--- config.mk ---
export PLATFORM = sky130hd
export DESIGN_NAME = ucdp_fifo_thr
export DESIGN_NICKNAME = d
export VERILOG_FILES = /design/src/rtl/ucdp_fifo_thr_pkg.sv /design/src/rtl/ucdp_fifo_thr_ptr.sv /design/src/rtl/ucdp_fifo_thr.sv
export SDC_FILE = /design/constraint.sdc
export NUM_CORES = 1
export LEC_CHECK = 0
export ABC_AREA = 1
export CORE_ASPECT_RATIO = 0.8
export CORE_MARGIN = 5
export CORE_UTILIZATION = 33
export CTS_CLUSTER_SIZE = 10
export DETAILED_ROUTE_END_ITERATION = 10
export PLACE_DENSITY = 0.6
export SETUP_SLACK_MARGIN = 0.1
export SYNTH_ARGS = -nofsm -noshare
export SYNTH_HDL_FRONTEND = slang
export SYNTH_SLANG_ARGS = --single-unit
export TNS_END_PERCENT = 30
--- constraint.sdc ---
create_clock -name main_clk_i -period 6.9 [get_ports main_clk_i]
set_input_delay 0.69 -clock main_clk_i [delete_from_list [all_inputs] [get_ports main_clk_i]]
set_output_delay 0.69 -clock main_clk_i [all_outputs]
set_load 0.05 [all_outputs]
--- src/rtl/ucdp_fifo_thr_pkg.sv ---
// ucdp_fifo_thr_pkg -- shared types and helpers for the thresholded FIFO.
package ucdp_fifo_thr_pkg;

   // What happens to the fill level in a given cycle.
   typedef enum logic [1:0] {
      fill_hold = 2'd0,
      fill_inc  = 2'd1,
      fill_dec  = 2'd2,
      fill_clr  = 2'd3
   } fill_op_e;

   // Pointer width for a depth that need not be a power of two; at least one bit.
   function automatic int ptr_width(input int depth);
      return (depth > 1) ? $clog2(depth) : 1;
   endfunction

endpackage

--- src/rtl/ucdp_fifo_thr_ptr.sv ---
// ucdp_fifo_thr_ptr -- FIFO pointer counting 0..depth_p-1 and wrapping by explicit compare.
module ucdp_fifo_thr_ptr
   import ucdp_fifo_thr_pkg::*;
#(
   parameter int depth_p     = 5,
   parameter int ptr_width_p = ptr_width(depth_p)
) (
   input  logic                   i_clk,
   input  logic                   i_rst,
   input  logic                   i_clr,
   input  logic                   i_inc,
   output logic [ptr_width_p-1:0] o_ptr
);

   localparam logic [ptr_width_p-1:0] c_ptr_max = ptr_width_p'(depth_p - 1);

   logic [ptr_width_p-1:0] r_ptr;

   // Pointer register: flush has priority over increment; wrap at depth_p-1.
   always_ff @(posedge i_clk or posedge i_rst) begin
      if (i_rst) begin
         // NOTE: sequential state is always assigned with <= so all flops update from pre-edge values.
         r_ptr <= '0;
      end else if (i_clr) begin
         r_ptr <= '0;
      end else if (i_inc) begin
         r_ptr <= (r_ptr == c_ptr_max) ? '0 : r_ptr + ptr_width_p'(1);
      end
   end

   assign o_ptr = r_ptr;

endmodule

--- src/rtl/ucdp_fifo_thr.sv ---
// ucdp_fifo_thr -- single-clock FIFO of arbitrary depth with runtime almost-full/empty
// thresholds, synchronous flush, write-through-when-full and peak watermark.
// Define UCDP_FIFO_THR_ERR_EN to build the sticky overflow/underflow flags; otherwise
// ovf_o/udf_o are tied low and err_clr_i is ignored.
module ucdp_fifo_thr
   import ucdp_fifo_thr_pkg::*;
#(
   parameter int width_p         = 8,
   parameter int depth_p         = 5,
   parameter int filling_width_p = $clog2(depth_p + 1)
) (
   input  logic                       main_clk_i,
   input  logic                       main_rst_i,
   input  logic                       dft_mode_test_mode_i,
   input  logic                       dft_mode_scan_mode_i,
   input  logic                       dft_mode_scan_shift_i,
   input  logic                       dft_mode_mbist_mode_i,
   input  logic                       clr_i,
   input  logic                       wr_en_i,
   input  logic [width_p-1:0]         data_i,
   input  logic                       rd_en_i,
   output logic [width_p-1:0]         data_o,
   output logic                       empty_o,
   output logic                       full_o,
   input  logic [filling_width_p-1:0] afull_thr_i,
   input  logic [filling_width_p-1:0] aempty_thr_i,
   output logic                       afull_o,
   output logic                       aempty_o,
   output logic [filling_width_p-1:0] filling_o,
   output logic [filling_width_p-1:0] watermark_o,
   input  logic                       err_clr_i,
   output logic                       ovf_o,
   output logic                       udf_o
);

   localparam int                         c_ptr_width = ptr_width(depth_p);
   localparam logic [filling_width_p-1:0] c_depth     = filling_width_p'(depth_p);

   logic [width_p-1:0]         r_mem [depth_p];
   logic [filling_width_p-1:0] r_filling;
   logic [filling_width_p-1:0] r_watermark;
   logic [filling_width_p-1:0] w_filling_nxt;
   logic [filling_width_p-1:0] w_watermark_nxt;
   logic [c_ptr_width-1:0]     w_rd_ptr;
   logic [c_ptr_width-1:0]     w_wr_ptr;
   logic                       w_empty;
   logic                       w_full;
   logic                       w_rd;
   logic                       w_wr;
   logic                       w_unused;
   fill_op_e                   w_fill_op;

   assign w_empty = (r_filling == '0);
   assign w_full  = (r_filling == c_depth);

   // A pop needs data; a push needs room, or a simultaneous pop freeing the head slot.
   assign w_rd = rd_en_i & ~w_empty;
   assign w_wr = wr_en_i & (~w_full | rd_en_i);

   ucdp_fifo_thr_ptr #(
      .depth_p     (depth_p),
      .ptr_width_p (c_ptr_width)
   ) u_rd_ptr (
      .i_clk (main_clk_i),
      .i_rst (main_rst_i),
      .i_clr (clr_i),
      .i_inc (w_rd),
      .o_ptr (w_rd_ptr)
   );

   ucdp_fifo_thr_ptr #(
      .depth_p     (depth_p),
      .ptr_width_p (c_ptr_width)
   ) u_wr_ptr (
      .i_clk (main_clk_i),
      .i_rst (main_rst_i),
      .i_clr (clr_i),
      .i_inc (w_wr),
      .o_ptr (w_wr_ptr)
   );

   // Storage write; a write coinciding with a flush is dropped.
   // NOTE: the data array has no reset -- contents are only meaningful below filling_o.
   always_ff @(posedge main_clk_i) begin
      if (w_wr && !clr_i) begin
         r_mem[w_wr_ptr] <= data_i;
      end
   end

   // Classify this cycle's effect on the fill level.
   always_comb begin
      // NOTE: every always_comb output gets a default first so no latch can be inferred.
      w_fill_op = fill_hold;
      if (clr_i) begin
         w_fill_op = fill_clr;
      end else if (w_wr && !w_rd) begin
         w_fill_op = fill_inc;
      end else if (w_rd && !w_wr) begin
         w_fill_op = fill_dec;
      end
   end

   // Next fill level and peak tracking.
   always_comb begin
      w_filling_nxt   = r_filling;
      w_watermark_nxt = r_watermark;
      case (w_fill_op)
         fill_inc:  w_filling_nxt = r_filling + filling_width_p'(1);
         fill_dec:  w_filling_nxt = r_filling - filling_width_p'(1);
         fill_clr:  w_filling_nxt = '0;
         default:   w_filling_nxt = r_filling;
      endcase
      if (w_fill_op == fill_clr) begin
         w_watermark_nxt = '0;
      end else if (w_filling_nxt > r_watermark) begin
         w_watermark_nxt = w_filling_nxt;
      end
   end

   // Fill level and watermark registers.
   always_ff @(posedge main_clk_i or posedge main_rst_i) begin
      if (main_rst_i) begin
         r_filling   <= '0;
         r_watermark <= '0;
      end else begin
         r_filling   <= w_filling_nxt;
         r_watermark <= w_watermark_nxt;
      end
   end

`ifdef UCDP_FIFO_THR_ERR_EN
   logic r_ovf;
   logic r_udf;

   // Sticky error flags; a new error wins over a simultaneous clear, flush leaves them alone.
   always_ff @(posedge main_clk_i or posedge main_rst_i) begin
      if (main_rst_i) begin
         r_ovf <= 1'b0;
         r_udf <= 1'b0;
      end else begin
         r_ovf <= (wr_en_i & w_full & ~rd_en_i) | (r_ovf & ~err_clr_i);
         r_udf <= (rd_en_i & w_empty) | (r_udf & ~err_clr_i);
      end
   end

   assign ovf_o    = r_ovf;
   assign udf_o    = r_udf;
   assign w_unused = ^{dft_mode_test_mode_i, dft_mode_scan_mode_i,
                       dft_mode_scan_shift_i, dft_mode_mbist_mode_i};
`else
   assign ovf_o    = 1'b0;
   assign udf_o    = 1'b0;
   assign w_unused = ^{dft_mode_test_mode_i, dft_mode_scan_mode_i,
                       dft_mode_scan_shift_i, dft_mode_mbist_mode_i, err_clr_i};
`endif

   assign data_o      = r_mem[w_rd_ptr];
   assign empty_o     = w_empty;
   assign full_o      = w_full;
   assign afull_o     = (r_filling >= afull_thr_i);
   assign aempty_o    = (r_filling <= aempty_thr_i);
   assign filling_o   = r_filling;
   assign watermark_o = r_watermark;

endmodule

Figure 1. Port wiring (run 1).
Drawn at 4 px/um.
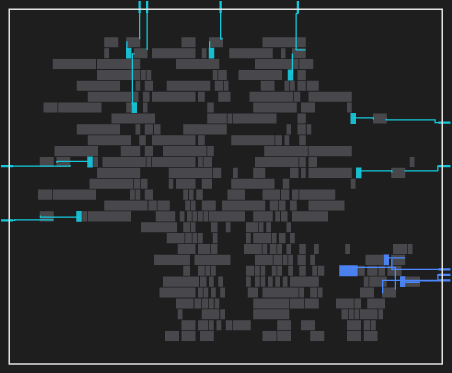
legend:
  `data_o`:
    colour: cyan
    bits: 8
    direction: output
    end_cells: 8
    buffers: 8
    wire: 142 um
  `afull_thr_i`:
    colour: blue
    bits: 3
    direction: input
    end_cells: 3
    buffers: 3
    wire: 67.7 um
count of port buffers added during placement: 36
number of placed I/O pins: 44

Figure 2. Logic cells by family (run 1).
Drawn at 3 px/um.
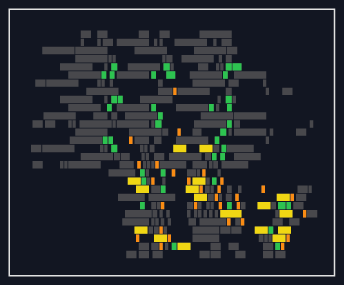
legend:
  inverters:
    colour: orange
    cells: 29
    most_used: inv_1
  inverting AOI/OAI gates:
    colour: green
    cells: 39
    most_used: o21ai_0
  adder and majority cells:
    colour: yellow
    cells: 17
    most_used: ha_1
most frequently placed logic cell in the final layout: sky130_fd_sc_hd__nand2_1
combinational fraction of the cell area: 0.287

Figure 3. The clock network (run 1).
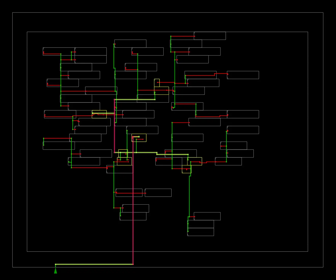
FFs & Latches: 52
skew final: 0.00933 ns
clock latency on the worst-skew pair: 0.31 ns
Clock Power: 0.000175 W
count of clock tree sinks: 52

==> results.toml, run 1 <==
# synthesis and place-and-route metrics
[setup_path]
path_max_fanout = 5
critical_path.reg2reg.endpoint = "watermark_o[2]$_DFFE_PP0P_"
rr_worst_depth = 20
critPathCaptureType = "flop"
setup.worst_path.start_class = "primary input"
setup.worst_path.start = "rd_en_i"
regToRegStartpoint = "filling_o[0]$_DFF_PP0_"
setup.worst_path.end = "watermark_o[2]$_DFFE_PP0P_"
ff2ff_setup_slack_ns = 3.70
critical_path_required_ns = 7.10
path_class = "primary input to flop"
data_arrival_at_the_endpoint_of_the_critical_path_ns = 3.65

[cts]
tritoncts.num_buffers = 5
cts.htree.levels = 2
worst_setup_hold_path_clk_slew_ns = 0.09
cts.repair.resized = 0
cts.path.max_buffers = 2
root_buffer = "sky130_fd_sc_hd__clkbuf_8"
cts.repair_timing.setup_buffer_count = 0
hold_buffers = 0
cts_tree = "built"

[yosys]
post_synth_instance_area_mm2 = 0.00253
netlist-cell-type-count = 27
synth.cells.most_frequent = "sky130_fd_sc_hd__nand2_1, sky130_fd_sc_hd__edfxtp_1, sky130_fd_sc_hd__inv_1"
yosys.stat.seqShare = 0.593
top_cells_by_area = "sky130_fd_sc_hd__edfxtp_1, sky130_fd_sc_hd__dfrtp_1, sky130_fd_sc_hd__ha_1, sky130_fd_sc_hd__nand2_1, sky130_fd_sc_hd__o21ai_0"
synth-seq-cells = 52
yosysTopAreaCellShare = 0.475
synth_top_flop_cell = "sky130_fd_sc_hd__edfxtp_1"
yosys-stat-area_mm2 = 0.00253
synth-edff-count = 40
post-synth-top-count-cell = "sky130_fd_sc_hd__nand2_1"
post_synth.cell_area_avg_um2 = 10.4
synth.largest_area_cell = "sky130_fd_sc_hd__edfxtp_1"
synth-async-reset-ratio = 0.231
syn-instance-count = 243
yosysCellCount = 243
synth-warning-count = 0

[power]
power.total_w = 0.00109
max-vdd-ir-drop_v = 0.000162
p_leak_nw = 1.26
pwr_density_cell_mw_per_mm2 = 353

[hold_path]
min_path_type = "flop to flop"

[timing]
finalSetupViolCount = 0
slew_viols_final = 0
final.setup.worst_slack_ns = 3.44
finalHoldViolations = 0
fmax_mhz = 289
worst_slew_margin_rel = 0.393
max_slew.worst_pin.slew_ns = 0.907
setup_total_negative_slack_ns = 0
rsz0062_at_grt = "false"
finalWorstPathRequiredPeriod_ns = 3.46
finalClockPeriodUsage = 0.501
holdWs_ns = 0.554

[global_routing]
grt_max_degree = 20
first_pass_grt_wire_length_um = 8310
groute.layer.met2.usage = 0.187
grt.met1_usage = 0.153
top_usage_layer = "met2"
antenna_violations_before_repair = 0
number_of_global_route_vias_before_repair = 1699
groute.layer.met3.usage = 0.0284
grt.total_usage = 0.114
grt_remaining_overflow = 0

[place]
post-dp-hpwl_um = 3520
place_worst_setup_slack_ns = 3.10
routabilityCongestion = 0.723
detailed_place.area_mm2 = 0.00300
placed_cells_incl_taps = 381

[routing]
postRouteAntennaNets = 0
top_layer = "met4"
drt_pre_antenna_iters = 4
met1_wire_length_um = 2620
via_per_inst = 4.47
route.met2.wl_um = 2300
route.vias.total = 1740
route.detailed.wl_per_inst_um = 13.2
drt_first_iter_violations = 79
detail_route.drc_violations = 0
wirelength_um = 5140
met3RoutedLength_um = 166

[status]
outcome = "finished clean"

[die]
die_height_um = 88.3
initCoreUtil = 0.341
die.size.x_um = 108
core_area_mm2 = 0.00743
num_rows = 28
chipArea_mm2 = 0.00953

[layout]
layout-drive-gt1-share = 0.0775
finish.instance_area_mm2 = 0.00309
instances_no_fill = 389
layout.nets = 324
antenna-diode-count = 0
area_delta_synth_final_pct = 22.1
final_core_util = 0.416

[run]
drv.max_cap_violation_count = 0
openroad.warnings = 35
-- run 1: worst min-delay path by stage --
stage / start / end / slack, ns / cells past startpoint
after floorplan: u_wr_ptr.o_ptr[0]$_DFFE_PP0P_ / u_wr_ptr.o_ptr[0]$_DFFE_PP0P_ / 0.54 / 3
after global placement: watermark_o[1]$_DFFE_PP0P_ / watermark_o[1]$_DFFE_PP0P_ / 0.54 / 2
after detailed placement: watermark_o[0]$_DFFE_PP0P_ / watermark_o[0]$_DFFE_PP0P_ / 0.54 / 2
after CTS: watermark_o[0]$_DFFE_PP0P_ / watermark_o[0]$_DFFE_PP0P_ / 0.56 / 2
after global routing: watermark_o[0]$_DFFE_PP0P_ / watermark_o[0]$_DFFE_PP0P_ / 0.58 / 2
final: watermark_o[0]$_DFFE_PP0P_ / watermark_o[0]$_DFFE_PP0P_ / 0.55 / 2
-- run 1: kinds of logic (layout without fill, tap and decap cells) --
kind of cell,Yosys count,in the layout,share of synthesized area
and+or+nand+nor,97,97,0.164
DFF,52,52,0.593
AOI/OAI and AO/OA,40,40,0.0880
buffers and inverters,34,74,0.0593
adders and majority gates,17,17,0.0870
xor gates and xnor gates,2,2,0.00693
other,1,2,0.00148
-- run 1: power by group --
part	leakage, nW	total, W	internal, W	switching [W]
registers	0.522	0.000398	0.000362	0.0000355
logic	0.690	0.000518	0.000176	0.000341
clock network	0.0485	0.000175	0.0000728	0.000102
-- run 1: cell usage in the layout, fill, tap and decap left out, drive strengths merged, types with 8 or more instances in the layout --
cell | Yosys | layout
nand2 | 53 | 53
inv | 28 | 29
clkdlybuf4s50 | 0 | 36
dfrtp | 12 | 12
nand3 | 10 | 10
nor2 | 25 | 25
o21ai | 25 | 25
o22ai | 8 | 8
ha | 16 | 16
edfxtp | 40 | 40
-- run 1: cell type report --
cell class | instances | area, um^2
fillers | 719 | 4340
flip-flops and latches | 52 | 1500
multi-input cells | 158 | 887
repair buffers | 37 | 368
well taps | 105 | 131
inverters | 29 | 109
clock buffers | 5 | 68.8
clock inverters | 3 | 22.5
-- run 1: state kept, by name (all words and copies together), names as in the netlist --
name / cells
r_mem: 40
u_wr_ptr.o_ptr: 3
filling_o: 3
watermark_o: 3
u_rd_ptr.o_ptr: 3
-- run 1: critical path, cell delays in order --
cell and delay, ns:
sky130_fd_sc_hd__clkdlybuf4s50_1 0.49, sky130_fd_sc_hd__inv_1 0.05, sky130_fd_sc_hd__nand4_1 0.10, sky130_fd_sc_hd__nand3_1 0.15, sky130_fd_sc_hd__inv_1 0.17, sky130_fd_sc_hd__nor2_1 0.09
sky130_fd_sc_hd__ha_1 0.24, sky130_fd_sc_hd__fa_1 0.41, sky130_fd_sc_hd__nand2_1 0.09, sky130_fd_sc_hd__nand2_1 0.05, sky130_fd_sc_hd__nor2_1 0.08, sky130_fd_sc_hd__nor2_1 0.04
sky130_fd_sc_hd__nor2_1 0.20, sky130_fd_sc_hd__ha_1 0.30, sky130_fd_sc_hd__a21oi_1 0.13, sky130_fd_sc_hd__nand2_1 0.06, sky130_fd_sc_hd__nand2_1 0.11, sky130_fd_sc_hd__nor2_1 0.08
sky130_fd_sc_hd__nand2_1 0.07, sky130_fd_sc_hd__nand2_1 0.05
Figure 4. Where the registers sit (run 1).
Drawn at 2 px/um.
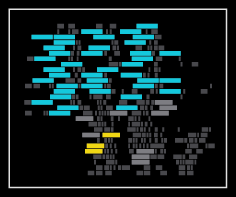

==> run 2: changes to the inputs <==
Clock period 6.9 ns to 3.2 ns, I/O delays scaled along.
Figure 5. Where the registers sit (run 2).
Drawn at 2 px/um.
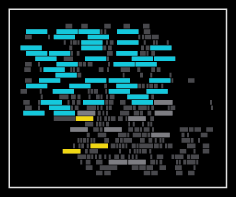
legend:
  `r_mem`:
    colour: cyan
    sequential_cells: 40
  `watermark_o`:
    colour: yellow
    sequential_cells: 3
not coloured: 9
Sequential Area: 0.00151 mm^2
utilization after layout: 0.438
proportion of cell area occupied by registers: 0.462

==> run 2 against run 1 <==
Effect of this change:
- clock skew fell by 0.0047 ns
- flip-flop count did not move
- cell area rose by 5.4%
- largest power group unchanged
- utilization rose by 2.3 points
==> results.toml, run 2 <==
# synthesis and place-and-route metrics
[status]
outcome = "finished clean"

[setup_path]
ff2ff_setup_slack_ns = 0.39
critPathCaptureType = "flop"
critical_path_required_ns = 3.41
path_max_fanout = 4
path_class = "flop to flop"
setup.worst_path.start_class = "flop"
regToRegStartpoint = "filling_o[0]$_DFF_PP0_"
critical_path.reg2reg.endpoint = "watermark_o[0]$_DFFE_PP0P_"
setup.worst_path.start = "filling_o[0]$_DFF_PP0_"
data_arrival_at_the_endpoint_of_the_critical_path_ns = 3.01
rr_worst_depth = 20

[yosys]
synth-warning-count = 0
yosys.stat.seqShare = 0.593
synth.largest_area_cell = "sky130_fd_sc_hd__edfxtp_1"
synth-seq-cells = 52
synth.cells.most_frequent = "sky130_fd_sc_hd__nand2_1, sky130_fd_sc_hd__edfxtp_1, sky130_fd_sc_hd__inv_1"
synth_top_flop_cell = "sky130_fd_sc_hd__edfxtp_1"
top_cells_by_area = "sky130_fd_sc_hd__edfxtp_1, sky130_fd_sc_hd__dfrtp_1, sky130_fd_sc_hd__ha_1, sky130_fd_sc_hd__nand2_1, sky130_fd_sc_hd__o21ai_0"
post-synth-top-count-cell = "sky130_fd_sc_hd__nand2_1"
synth-edff-count = 40
post_synth.cell_area_avg_um2 = 10.4
syn-instance-count = 243
post_synth_instance_area_mm2 = 0.00253
yosysCellCount = 243
netlist-cell-type-count = 27
yosysTopAreaCellShare = 0.475
synth-async-reset-ratio = 0.231
yosys-stat-area_mm2 = 0.00253

[global_routing]
grt_remaining_overflow = 0
grt.total_usage = 0.123
first_pass_grt_wire_length_um = 9040
number_of_global_route_vias_before_repair = 1829
antenna_violations_before_repair = 0
grt_max_degree = 20

[die]
die_height_um = 88.3
die.size.x_um = 108
core_area_mm2 = 0.00743
initCoreUtil = 0.341
num_rows = 28
chipArea_mm2 = 0.00953
ios = 44

[routing]
drt_first_iter_violations = 103
detail_route.drc_violations = 0
via_per_inst = 4.52
drt_pre_antenna_iters = 4
postRouteAntennaNets = 0
route.vias.total = 1835
wirelength_um = 5410
route.detailed.wl_per_inst_um = 13.3

[timing]
rsz0062_at_grt = "true"
setup_total_negative_slack_ns = 0
finalClockSkew_ns = 0.00463
finalClockPeriodUsage = 0.877
slew_viols_final = 0
worst_slew_margin_rel = 0.542
finalHoldViolations = 0
fmax_mhz = 356
finalWorstPathRequiredPeriod_ns = 2.81
max_slew.worst_pin.slew_ns = 0.681
finalSetupViolCount = 0

[run]
openroad.warnings = 36
drv.max_cap_violation_count = 0

[place]
port-buffer-count = 36
post-dp-hpwl_um = 3820
routabilityCongestion = 0.787

[power]
pwr_density_cell_mw_per_mm2 = 781
p_leak_nw = 1.35
max-vdd-ir-drop_v = 0.000430

[cts]
cts_tree = "built"
worst_setup_hold_path_clk_slew_ns = 0.10
clock.latency.late_pin_ns = 0.31
cts.path.max_buffers = 2
root_buffer = "sky130_fd_sc_hd__clkbuf_8"
clock_sinks = 52
cts.htree.levels = 2
tritoncts.num_buffers = 5

[layout]
antenna-diode-count = 0
largest_reg_flops = 40
final_layout_top_logic_cells = "sky130_fd_sc_hd__nand2_1, sky130_fd_sc_hd__edfxtp_1, sky130_fd_sc_hd__clkdlybuf4s50_1, sky130_fd_sc_hd__inv_1, sky130_fd_sc_hd__o21ai_0"
layout-drive-gt1-share = 0.150
area_delta_synth_final_pct = 28.7
layout.nets = 341
max_flop_register = "r_mem"
mostFrequentLayoutCell = "sky130_fd_sc_hd__nand2_1"

[hold_path]
min_path_type = "primary input to asynchronous set/reset pin"
Figure 6. Logic cells by family (run 2).
Drawn at 3 px/um.
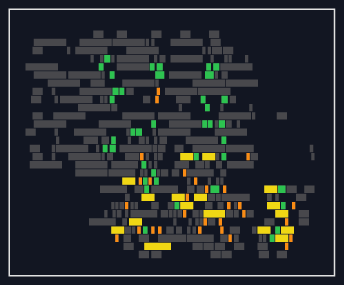
legend:
  inverting AOI/OAI gates:
    colour: green
    cells: 39
    most_used: o21ai_0
  inverters:
    colour: orange
    cells: 29
    most_used: inv_1
  adder and majority cells:
    colour: yellow
    cells: 17
    most_used: ha_1
combinational fraction of the cell area: 0.277
filler-free cell count of the finished design: 406

## run 2: repair_timing
item	CTS	global route
endpoints found under the hold margin	0	0
setup endpoints to repair	0	6
gates resized	0	6
buffers inserted	0	1
hold buffers	0	0
## run 2: per-stage QoR
step                      hold WS [ns]  cell area [um^2]  std cells  power, W  setup WS (ns)
after CTS                        0.347              3230        405   0.00252          0.232
after detailed placement         0.541              3110        397   0.00207         0.0135
after global routing             0.390              3260        406   0.00272         0.0598
final                            0.329              3260        406   0.00254          0.395
after floorplan                  0.185              2540        244   0.00167          0.132
after global placement           0.536              3110        397   0.00205         0.0503
## run 2: where the power goes
group / internal, W / switching (W) / total, W
sequential: 0.000784 / 0.0000580 / 0.000842
clock: 0.000232 / 0.000222 / 0.000454
combinational: 0.000454 / 0.000792 / 0.00125
## run 2: how the worst max path moves through the flow
stage	end	cells after the start	slack, ns
finish	watermark_o[0]$_DFFE_PP0P_	20	0.39
global route	watermark_o[2]$_DFFE_PP0P_	19	0.06
CTS	watermark_o[1]$_DFFE_PP0P_	20	0.23
detailed placement	watermark_o[1]$_DFFE_PP0P_	20	0.01
global placement	watermark_o[2]$_DFFE_PP0P_	20	0.05
floorplan	watermark_o[2]$_DFFE_PP0P_	20	0.13
## run 2: cell families (layout without fill, tap and decap cells)
kind of cell    Yosys count  in the layout  share of synthesized area
flops                    52             52                      0.593
buf+inv                  34             91                     0.0593
simple gates             97             97                      0.164
fa+ha+maj                17             17                     0.0870
xor+xnor                  2              2                    0.00693
other cells               1              2                    0.00148
compound gates           40             40                     0.0880
## run 2: cell type report
class / instances / area (um^2)
clock buffers: 5 / 68.8
flip-flops and latches: 52 / 1510
fillers: 733 / 4170
well taps: 105 / 131
repair buffers: 54 / 495
inverters: 29 / 109
clock inverters: 3 / 42.5
multi-input cells: 158 / 903
## run 2: layer usage
layer | part of all wire | GRT usage | wire length, um
met5 | 0 | 0 | 0
met1 | 0.52 | 0.167 | 2790
met4 | 0.014 | 0.0344 | 75
met2 | 0.44 | 0.197 | 2370
met3 | 0.031 | 0.0306 | 170
## run 2: critical path, stage by stage (launching register included)
cell and delay, ns:
sky130_fd_sc_hd__dfrtp_2 0.44, sky130_fd_sc_hd__inv_1 0.08, sky130_fd_sc_hd__nand3_1 0.09, sky130_fd_sc_hd__nand2_1 0.09, sky130_fd_sc_hd__inv_1 0.09, sky130_fd_sc_hd__o21ai_2 0.15
sky130_fd_sc_hd__inv_1 0.07, sky130_fd_sc_hd__ha_1 0.22, sky130_fd_sc_hd__fa_1 0.40, sky130_fd_sc_hd__nand2_1 0.10, sky130_fd_sc_hd__nand2_1 0.05, sky130_fd_sc_hd__nor2_1 0.08
sky130_fd_sc_hd__nor2_1 0.05, sky130_fd_sc_hd__nor2_2 0.14, sky130_fd_sc_hd__ha_4 0.23, sky130_fd_sc_hd__a21oi_1 0.12, sky130_fd_sc_hd__nand2_1 0.07, sky130_fd_sc_hd__nand2_2 0.08
sky130_fd_sc_hd__nor2_1 0.07, sky130_fd_sc_hd__nand2_1 0.06, sky130_fd_sc_hd__nand2_1 0.05
No activity file was given, so power comes from the tool's default toggle rates.
